Figure 1. Floorplan with the power grid.
Bar = 50 µm. Pins as bars on the die edge.
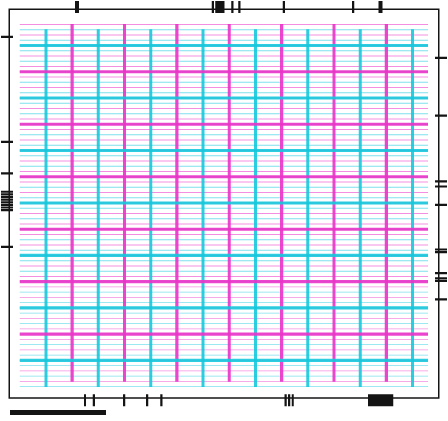
Figure 2. Cell classes on the final placement.
Bar = 50 µm.
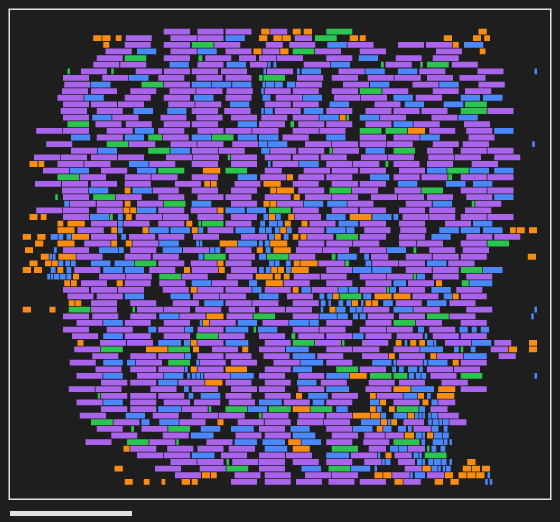
Figure 3. Routed clock nets over the placement.
Bar = 50 µm.
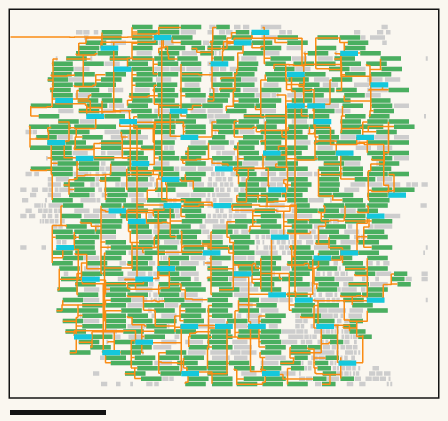
Figure 4. Wiring by layer.
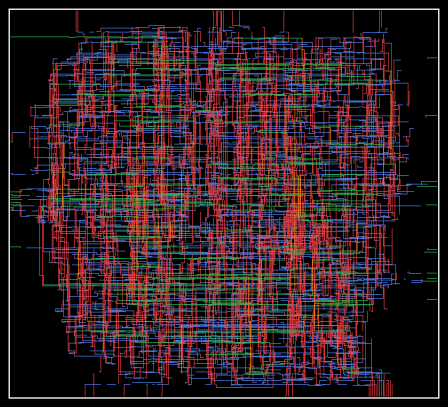
--- src/rtl/jericalla_fetch.sv ---
// Instruction fetch/issue stage feeding the jericalla datapath main_bus.
// Define JERICALLA_FETCH_HAZARD_STALL_EN to enable RAW scoreboard and bubble insertion.
module jericalla_fetch #(
   parameter int          DEPTH    = 32,
   parameter int          AW       = 5,
   parameter logic [16:0] NOP_WORD = 17'b00_00000_00000_00000
) (
   input  logic          clk,
   input  logic          reset,
   input  logic          start,
   input  logic          prog_we,
   input  logic [AW-1:0] prog_addr,
   input  logic [16:0]   prog_data,
   output logic [16:0]   main_bus,
   output logic          issue_valid,
   output logic [AW-1:0] pc,
   output logic          busy,
   output logic          done,
   output logic [7:0]    bubble_count
);

   typedef enum logic [1:0] {IDLE, RUN, HALT} state_t;

   state_t        state, state_nxt;
   logic [16:0]   mem [0:DEPTH-1];
   logic [16:0]   word;
   logic [AW-1:0] pc_nxt;
   logic [16:0]   bus_nxt;
   logic          valid_nxt;
   logic          is_halt;
   logic          hazard;
   logic          launch;

   assign word    = mem[pc];
   assign is_halt = (word[16:15] == 2'b11) && (word[14:10] == 5'b11111);
   assign launch  = start && (state != RUN);
   assign busy    = (state == RUN);
   assign done    = (state == HALT);

`ifdef JERICALLA_FETCH_HAZARD_STALL_EN
   // sb_*[0] is the word issued last cycle, sb_*[1] the one before it.
   logic [1:0] sb_v;
   logic [4:0] sb_wa [0:1];
   logic       push_v;

   assign hazard = (sb_v[0] && ((word[9:5] == sb_wa[0]) || (word[4:0] == sb_wa[0]))) ||
                   (sb_v[1] && ((word[9:5] == sb_wa[1]) || (word[4:0] == sb_wa[1])));
   assign push_v = valid_nxt && (word[16:15] != 2'b11) && (word[14:10] != 5'd0);

   always_ff @(posedge clk) begin
      if (reset || launch) begin
         bubble_count <= 8'd0;
         sb_v         <= 2'b00;
         sb_wa[0]     <= 5'd0;
         sb_wa[1]     <= 5'd0;
      end else if (state == RUN) begin
         if (!is_halt && hazard && (bubble_count != 8'hff))
            bubble_count <= bubble_count + 8'd1;
         sb_v     <= {sb_v[0], push_v};
         sb_wa[1] <= sb_wa[0];
         sb_wa[0] <= word[14:10];
      end
   end
`else
   assign hazard       = 1'b0;
   assign bubble_count = 8'd0;
`endif

   always_comb begin
      state_nxt = state;
      pc_nxt    = pc;
      bus_nxt   = NOP_WORD;
      valid_nxt = 1'b0;
      case (state)
         IDLE, HALT: begin
            if (start) begin
               state_nxt = RUN;
               pc_nxt    = '0;
            end
         end
         RUN: begin
            if (is_halt) begin
               state_nxt = HALT;
            end else if (!hazard) begin
               bus_nxt   = word;
               valid_nxt = 1'b1;
               // The last word ends the program; PC parks on it rather than wrapping.
               if (pc == AW'(DEPTH - 1))
                  state_nxt = HALT;
               else
                  pc_nxt = pc + AW'(1);
            end
         end
         default: state_nxt = IDLE;
      endcase
   end

   always_ff @(posedge clk) begin
      if (reset) begin
         state       <= IDLE;
         pc          <= '0;
         main_bus    <= NOP_WORD;
         issue_valid <= 1'b0;
      end else begin
         state       <= state_nxt;
         pc          <= pc_nxt;
         main_bus    <= bus_nxt;
         issue_valid <= valid_nxt;
      end
   end

   // Program memory has no reset so contents survive a mid-run reset.
   always_ff @(posedge clk) begin
      if (prog_we && (state != RUN))
         mem[prog_addr] <= prog_data;
   end

endmodule

--- config.mk ---
export PLATFORM = sky130hd
export DESIGN_NAME = jericalla_fetch
export DESIGN_NICKNAME = d
export VERILOG_FILES = /design/src/rtl/jericalla_fetch.sv
export SDC_FILE = /design/constraint.sdc
export NUM_CORES = 1
export LEC_CHECK = 0
export ABC_CLOCK_PERIOD_IN_PS = 2900
export CAP_MARGIN = 0
export CORE_ASPECT_RATIO = 0.9
export CORE_MARGIN = 5
export CORE_UTILIZATION = 55
export DETAILED_ROUTE_END_ITERATION = 16
export PLACE_DENSITY = 0.75
export SKIP_CTS_REPAIR_TIMING = 1
export SLEW_MARGIN = 40
export SYNTH_ARGS = -nofsm -noshare
export SYNTH_HDL_FRONTEND = slang
export SYNTH_SLANG_ARGS = --single-unit
--- constraint.sdc ---
create_clock -name clk -period 2.9 [get_ports clk]
set_clock_uncertainty 0.15 [all_clocks]
set_input_delay 0.58 -clock clk [delete_from_list [all_inputs] [get_ports clk]]
set_output_delay 0.58 -clock clk [all_outputs]
set_load 0.005 [all_outputs]
==> out/results.txt <==
cells in synth_stat.txt: 972
yosys xor share: 0
comb pwr: 0.000836 W
# IOs: 59
tool warnings: 27
sequential power: 0.00915 W
Synth flops: 574
largest net degree at the start of global routing: 36
clock-cell share of area: 0.0650
Post-Syn Area: 22200 µm²
remaining antenna violation count: 0
Chip Area, Yosys: 22200 µm²
top power group: registers
hold path endpoint: mem[1][13]
Slew Limit Fails: 0
Crit path depth: 10
Final HPWL DP: 29700 µm
final hold vios: 0
reg-to-reg slack, setup: 0.008 ns
die area: 44500 µm²
first-pass GRT wire length: 72100 µm
top cells by count: edfxtp_1 (544), mux4_2 (124), nor2_1 (55)
Tapcells: 532
register bank with the most flops: mem
area share, top type: 0.736
Worst slew margin: 0.608
Init Core Util: 0.559
Worst Hold Class: in -> reg
Lkg Pwr: 8.24 nW
Unique cell types: 50
Multi-Input Combinational: 349
syn_area_per_cell: 22.8 µm²
WP buf/inv: 3
row cnt: 69
sequential area share after synthesis: 0.763
num sequential: 574
Critical Path End Type: flip-flop
Fmax: 346 MHz
logic share of the area: 0.190
DR iter-0 viols: 1312
Synth async-reset ratio: 0
count of library flops with an enable pin: 544
clock sinks: 574
Register Area: 16900 µm²
setup_tns: 0 ns
Top cell excl fill/tap: edfxtp_1
CP peak stage delay: 0.46 ns
Area contributors post-synth: edfxtp_1 (74%), mux4_2 (13%), mux4_1 (3.9%)
most used flip-flop cell: edfxtp_1
met1 usage: 0.323
DR WL/cell: 28.3 µm
CP Data Arrival Time: 3.21 ns
hold_sp: prog_data[13]
grt peak-use layer: met2
Placed Area: 24300 µm²
filler instances: 2514
final instance area: 26200 µm²
status: finished, final reports clean
Seq pwr share: 0.544
GR Overflow Total: 0
I/O Buffers: 50
buffering overhead: 0.0714
# Max-Cap Violations: 0
Setup WS pre-CTS: -0.0705 ns
Largest register FFs: 544
Cell Pwr Density: 643 nW/µm²
Synth Warn #: 0
Pwr Total: 0.0168 W
cycle use final: 0.997
critical path type: reg -> reg
met3 usage: 0.0513
TritonCTS clock tree: yes
Final WS setup: 0.00810 ns
CTS buffer count: 54
GR Util met2: 0.340
Synth logic family: multiplexers
Cell Count, Final, Fillers Out: 1733
Most common cell on crit path: buf_12
# DRC: 0
final core utilization: 0.659
H-tree depth: 2
About Figure 1:
VDD: in magenta. VSS: in cyan.
15 straps on met4. The core has 69 rows. 70 met1 rails follow the rows. 59 signal pins sit on the boundary. 13 straps on met5.
Die Wd: 222 µm
maximum vdd drop: 0.000460 V

About Figure 2:
remaining buffers and delay cells: in orange, cells 179, share of their area 7.3%. remaining logic cells: in blue, cells 352, share of their area 20%. clock drivers and dummy loads: in green, cells 96, share of their area 6.7%. sequential cells: in purple, cells 574, share of their area 66%.

About Figure 3:
clock wires: in orange, length 5980 µm. flip-flops: in green, count 574. clock-net drivers: in cyan, count 54.
Position of the flops: spread over the die.
power of the clock network: 0.00683 W
clock power share: 0.406

About Figure 4:
M2: in red, wire length 23.5 mm. M3: in green, wire length 5240 µm. M4: in orange, wire length 1070 µm. M1: in blue, wire length 19200 µm.

Power is estimated from default activity; no workload was simulated.
